===== src/rtl/mult_test_sequencer.sv =====
// -----------------------------------------------------------------------------
// mult_test_sequencer
//
// Autonomous test controller for the 16-bit multiplier harness. A begin_test
// pulse launches a run of NUM_TESTS vectors (all-zero, all-ones, then LFSR
// pairs). Each vector starts the multiplier under test, waits for its busy
// handshake under a timeout, and checks the gold-compare flag. The run stops
// on the first failure and reports a status code for the display path.
//
// Ports
//   clock          single clock
//   reset_n        asynchronous active-low reset
//   begin_test     one-cycle start pulse (debounced upstream)
//   inject_error   one-cycle pulse, forces a mismatch on the next check
//   busy           busy flag of the multiplier under test
//   results_match  test result equals gold result
//   opA, opB       operands driven to both multipliers
//   mult_start     one-cycle start pulse to the multiplier under test
//   status_out     display status code
//   test_index     index of the current or last vector (0-based)
//   pass_count     vectors passed in the current or last run
//   done           high in PASS or FAIL
//
// State table
//   state      | meaning
//   S_IDLE     | after reset, waiting for begin_test
//   S_LOAD     | drive operands for vector test_index
//   S_START    | mult_start high for this cycle, arm the timeout timer
//   S_WAIT_HI  | waiting for busy to rise
//   S_WAIT_LO  | waiting for busy to fall
//   S_CHECK    | sample results_match / armed error
//   S_PASS     | all vectors passed, last vector held
//   S_FAIL     | failing vector held, status holds the failure cause
// -----------------------------------------------------------------------------
module mult_test_sequencer #(
  parameter int unsigned NUM_TESTS = 16,
  parameter logic [15:0] LFSR_SEED = 16'hACE1,
  parameter int unsigned TIMEOUT   = 64
) (
  input  logic        clock,
  input  logic        reset_n,
  input  logic        begin_test,
  input  logic        inject_error,
  input  logic        busy,
  input  logic        results_match,
  output logic [15:0] opA,
  output logic [15:0] opB,
  output logic        mult_start,
  output logic [4:0]  status_out,
  output logic [7:0]  test_index,
  output logic [7:0]  pass_count,
  output logic        done
);

  localparam logic [4:0] ST_IDLE          = 5'h10;
  localparam logic [4:0] ST_RUNNING       = 5'h11;
  localparam logic [4:0] ST_PASS          = 5'h12;
  localparam logic [4:0] ST_FAIL_MISMATCH = 5'h13;
  localparam logic [4:0] ST_FAIL_TIMEOUT  = 5'h14;

  localparam logic [7:0]  LAST_INDEX = 8'(NUM_TESTS - 1);

  // The down-counter is loaded on the START cycle and the terminal count is
  // tested on every wait cycle. Loading TIMEOUT-2 places the FAIL entry
  // exactly TIMEOUT clock edges after the edge that raised mult_start.
  localparam logic [15:0] TIMER_LOAD = 16'(TIMEOUT - 2);

  typedef enum logic [2:0] {
    S_IDLE,
    S_LOAD,
    S_START,
    S_WAIT_HI,
    S_WAIT_LO,
    S_CHECK,
    S_PASS,
    S_FAIL
  } state_t;

  state_t      state;
  logic [15:0] lfsr;
  logic [15:0] lfsr_a;
  logic [15:0] lfsr_b;
  logic [15:0] timer;
  logic        error_armed;
  logic        mismatch;
  logic        timer_tc;

  // Fibonacci LFSR, taps 16,14,13,11.
  function automatic logic [15:0] lfsr_step(input logic [15:0] s);
    return {s[14:0], s[15] ^ s[13] ^ s[12] ^ s[10]};
  endfunction

  // Two steps per LFSR vector: opA gets the first, opB the second.
  assign lfsr_a = lfsr_step(lfsr);
  assign lfsr_b = lfsr_step(lfsr_a);

  // An injection arriving in the CHECK cycle itself still fails that check.
  assign mismatch = !results_match || error_armed || inject_error;
  assign timer_tc = (timer == 16'd0);

  always_ff @(posedge clock or negedge reset_n) begin
    if (!reset_n) begin
      state       <= S_IDLE;
      lfsr        <= LFSR_SEED;
      opA         <= 16'h0000;
      opB         <= 16'h0000;
      mult_start  <= 1'b0;
      status_out  <= ST_IDLE;
      test_index  <= 8'd0;
      pass_count  <= 8'd0;
      done        <= 1'b0;
      error_armed <= 1'b0;
      timer       <= 16'd0;
    end else begin
      mult_start <= 1'b0;

      if (inject_error) begin
        error_armed <= 1'b1;
      end

      case (state)
        S_IDLE, S_PASS, S_FAIL: begin
          if (begin_test) begin
            test_index <= 8'd0;
            pass_count <= 8'd0;
            lfsr       <= LFSR_SEED;
            status_out <= ST_RUNNING;
            done       <= 1'b0;
            state      <= S_LOAD;
          end
        end

        S_LOAD: begin
          case (test_index)
            8'd0: begin
              opA <= 16'h0000;
              opB <= 16'h0000;
            end
            8'd1: begin
              opA <= 16'hFFFF;
              opB <= 16'hFFFF;
            end
            default: begin
              opA  <= lfsr_a;
              opB  <= lfsr_b;
              lfsr <= lfsr_b;
            end
          endcase
          mult_start <= 1'b1;
          state      <= S_START;
        end

        S_START: begin
          timer <= TIMER_LOAD;
          state <= S_WAIT_HI;
        end

        // Timeout takes priority over a busy transition in the same cycle.
        S_WAIT_HI: begin
          if (timer_tc) begin
            status_out <= ST_FAIL_TIMEOUT;
            done       <= 1'b1;
            state      <= S_FAIL;
          end else begin
            timer <= timer - 16'd1;
            if (busy) begin
              state <= S_WAIT_LO;
            end
          end
        end

        S_WAIT_LO: begin
          if (timer_tc) begin
            status_out <= ST_FAIL_TIMEOUT;
            done       <= 1'b1;
            state      <= S_FAIL;
          end else begin
            timer <= timer - 16'd1;
            if (!busy) begin
              state <= S_CHECK;
            end
          end
        end

        S_CHECK: begin
          if (mismatch) begin
            error_armed <= 1'b0;
            status_out  <= ST_FAIL_MISMATCH;
            done        <= 1'b1;
            state       <= S_FAIL;
          end else begin
            pass_count <= pass_count + 8'd1;
            if (test_index == LAST_INDEX) begin
              status_out <= ST_PASS;
              done       <= 1'b1;
              state      <= S_PASS;
            end else begin
              test_index <= test_index + 8'd1;
              state      <= S_LOAD;
            end
          end
        end

        default: begin
          state <= S_IDLE;
        end
      endcase
    end
  end

endmodule


===== config.mk =====
export PLATFORM = sky130hd
export DESIGN_NAME = mult_test_sequencer
export DESIGN_NICKNAME = d
export VERILOG_FILES = /design/src/rtl/mult_test_sequencer.sv
export SDC_FILE = /design/constraint.sdc
export NUM_CORES = 1
export LEC_CHECK = 0
export CAP_MARGIN = 10
export CORE_UTILIZATION = 40
export DETAILED_ROUTE_END_ITERATION = 8
export PLACE_DENSITY = 0.59
export REMOVE_ABC_BUFFERS = 1
export SETUP_SLACK_MARGIN = 0.2
export SKIP_CTS_REPAIR_TIMING = 1
export SLEW_MARGIN = 20
export SYNTH_ARGS = -nofsm -noshare
export SYNTH_HDL_FRONTEND = slang
export SYNTH_SLANG_ARGS = --single-unit

===== constraint.sdc =====
create_clock -name clock -period 2.3 [get_ports clock]
set_input_delay 0.46 -clock clock [delete_from_list [all_inputs] [get_ports clock]]
set_output_delay 0.46 -clock clock [all_outputs]
set_load 0.02 [all_outputs]

==> images/floorplan.png <==
Pins as bars on the die edge. Tap cells in gray.
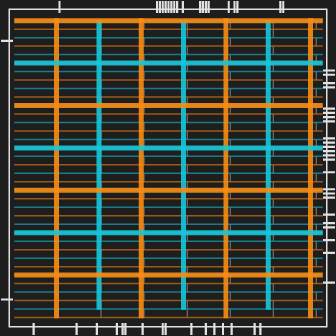
orange -> VSS
cyan -> VDD
tap cells = 129
met5 straps = 7
Die Height: 101 um
DIE WIDTH: 101 um
Max VDD drop: 0.562 mV
core region area: 9420 um2

==> images/class_map.png <==
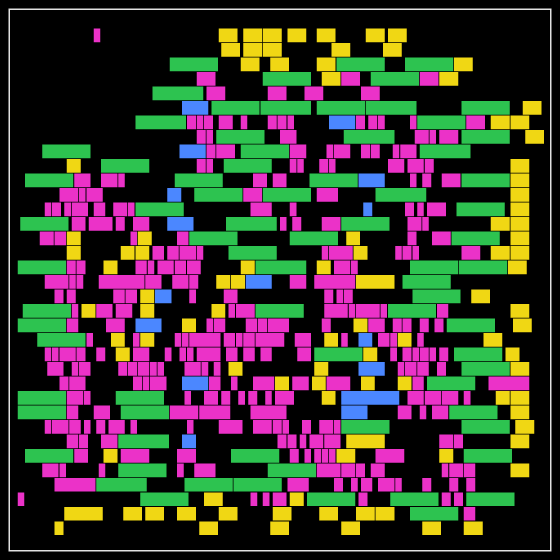
green -> registers  # cells 74, share of their area 38%
blue -> clock drivers and dummy loads  # cells 16, share of their area 4.1%
yellow -> remaining buffers and delay cells  # cells 98, share of their area 19%
magenta -> remaining logic cells  # cells 291, share of their area 39%
Seq area share: 0.367
row cnt: 35
Final Util: 0.540
design area: 5090 um2

==> impl_metrics.toml <==
# generated from flow reports
[setup_path]
slowest_delay_ns = 0.43
cp_top_family = "simple AND/OR/NAND/NOR gates"
crit_arrival_ns = 2.27
r2r_end = "status_out[1]"
crit_fanout = 6
r2r_slack_ns = 0.26
cp_slowest_cell = "dfrtp_1"
path_cells = "nor4_4, nand4_1, buf_4, a21o_1, a21oi_4, mux2_1"
rr_startpoint = "timer[5]"
required_ns = 2.53
worst_setup_path_end_kind = "flop"
start_kind = "flop"
crit_type = "reg -> reg"
reg2reg_depth = 6
path_buffers = 1

[power]
p_leak_nw = 2.19
internal_power_w = 0.00295
power_leader = "combinational cells"
powerSeq_w = 0.00177
power_density_nw_per_um2 = 943
switching_share = 0.386
pwr-share-seq = 0.369
combPwrFrac = 0.415
comb-power_w = 0.00199
power.share.clock = 0.216
p_clk_w = 0.00104
p_sw_w = 0.00185

[die]
die_area_um2 = 10300
ios = 61
fp_util = 0.419

[yosys]
ys_ff = 74
top_area_cell = "dfrtp_1"
post-synth-top-count-cell = "dfrtp_1"
synthFlopType = "dfrtp_1"
ys_area_um2 = 3950
syn_area_per_cell_um2 = 9.80
yosysWarnings = 0
syn-cell-area_um2 = 3950
synth-edff-count = 0
ys_cells = 403
synthDominantCellAreaShare = 0.418
ys_seq_frac = 0.472
synth_cell_types = 66
ys_async_sr_fraction = 1.00
area_leaders = "dfrtp_1 (42%), dfstp_2 (5.3%), a221o_1 (4.1%)"
synth_cells = 403
synthTopCellsByCount = "dfrtp_1 (66), nor2_1 (37), nand2_1 (33)"

[placed_design]
dpl.hpwl_um = 5870
place.gp.congestion = 0.813
port_buffers = 58
dp_slack_ns = -0.111

[cells_and_area]
final_layout_size_suffix_gt1_frac = 0.194
syn_to_final_growth_pct = 28.9
final_nets = 486
diodes = 0
final_common_cell = "dfrtp_1"
lay_top_cells = "dfrtp_1 (63), clkdlybuf4s50_1 (57), nor2_1 (37), buf_4 (37), nand2_1 (33)"

[detailed_routing]
dr_wl_met3_um = 258
viasPerCell = 5.30
dr_wl_met2_um = 3980
drt_iter0_markers = 110
ant_nets = 0
wl_per_cell_um = 14.0
routed_wl_um = 8540
drc = 0
drtPass1Iterations = 4
top_layer_used = "met4"
wl_met1_um = 4190
vias = 3222

[grt]
grtUsageMet3 = 0.0304
met2_usage = 0.274
grt_pass1_vias = 2940
top_usage_layer = "met2"
grt_max_degree = 75
grt_use_met1 = 0.243
antenna_found_initial = 0
grt_overflow_total = 0
grt_first_pass_wirelength_um = 14200
track_usage = 0.175

[timing]
clock.fmax_mhz = 490
final_hold_viol_count = 0
fin_ws_ns = 0.260
fin_crit_sh = 0.887
setup_viol = 0
worst_hold_slack_ns = 0.131
rsz0062_at_grt = "yes"
maxSlewViolCount = 0
min_period_ns = 2.04
clock_skew_ns = 0.00787

[clock_network]
insertion_delay_ns = 0.35
htreeDepth = 3
clockBufferDepth = 2
cts_tree = "built"
cts_buffers = 9
cts_sinks = 74
root_buffer = "clkbuf_8"
clk_pin_slew_ns = 0.08

[job]
cap_violations = 0
tool_warnings = 28

[outcome]
outcome = "complete, no violations"

[min_path]
hp-class = "in -> async"
==> images/clock_wires.png <==
Scale bar: 20 um.
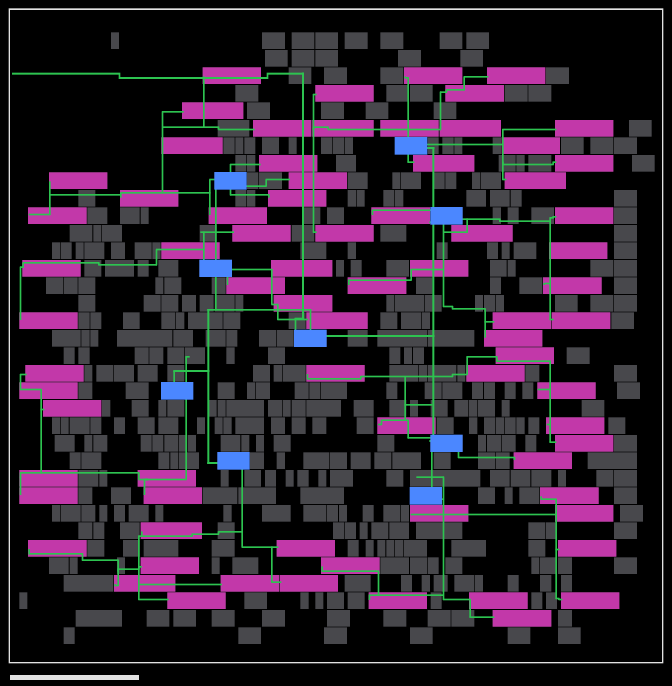
blue -> clock-net drivers  # count 9
magenta -> flip-flops  # count 74
green -> clock wires  # length 1010 um
routed clock nets = 10

==> images/layers.png <==
Scale bar: 20 um.
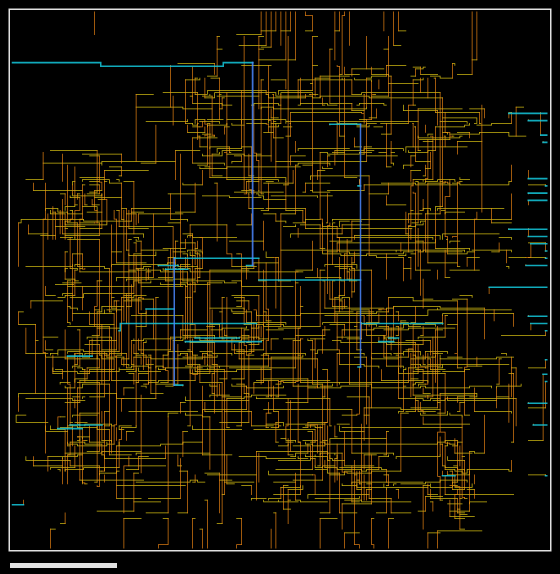
yellow -> M1  # wire length 4190 um
orange -> M2  # wire length 3980 um
blue -> M4  # wire length 107 um
cyan -> M3  # wire length 258 um

==> through the flow <==
step | util | area [um2] | total power [W] | TNS (ns) | std cells
6_report | 0.540 | 5090 | 0.00480 | 0 | 608
5_1_grt | 0.540 | 5090 | 0.00514 | 0 | 608
4_1_cts | 0.524 | 4940 | 0.00472 | 0 | 597
3_5_place_dp | 0.503 | 4730 | 0.00367 | -1.21 | 581
3_3_place_gp | 0.503 | 4730 | 0.00365 | -0.605 | 581
2_1_floorplan | - | 3740 | 0.00294 | -10.24 | 365
==> worst max-delay path by stage <==
stage / endpoint / from / cells past startpoint / slack, ns
floorplan: lfsr[1] / state[2] / 4 / -0.79
global placement: state[1] / results_match / 6 / -0.09
detailed placement: test_index[5] / results_match / 8 / -0.11
CTS: status_out[0] / timer[5] / 5 / 0.05
global route: status_out[1] / timer[5] / 6 / 0.16
finish: status_out[1] / timer[5] / 6 / 0.26
==> final cells by class <==
cell class / instances / area [um2]
clock inverters: 6 / 66.3
multi-input cells: 273 / 1880
repair buffers: 98 / 913
well taps: 129 / 161
clock buffers: 10 / 138
flip-flops and latches: 74 / 1870
inverters: 18 / 67.6
fillers: 860 / 4330
==> flip-flops by register name (all words and copies together), names as in the netlist <==
name,count
done,1
error_armed,1
lfsr,16
mult_start,1
opA,16
opB,1
pass_count,8
state,3
status_out,3
test_index,8
timer,16
==> logic make-up (layout without fill, tap and decap cells) <==
kind of cell             after synthesis  count (layout)  synth area share
AND-OR/OR-AND                        105             105             0.196
XOR/XNOR                              19              19            0.0422
adder cells (fa/ha/maj)                6               6            0.0190
buffers and inverters                 56             132            0.0704
flip-flops                            74              74             0.472
multiplexers                           7               7            0.0197
other                                  2               2           0.00190
AND/OR/NAND/NOR                      134             134             0.180
Power is estimated from default activity; no workload was simulated.
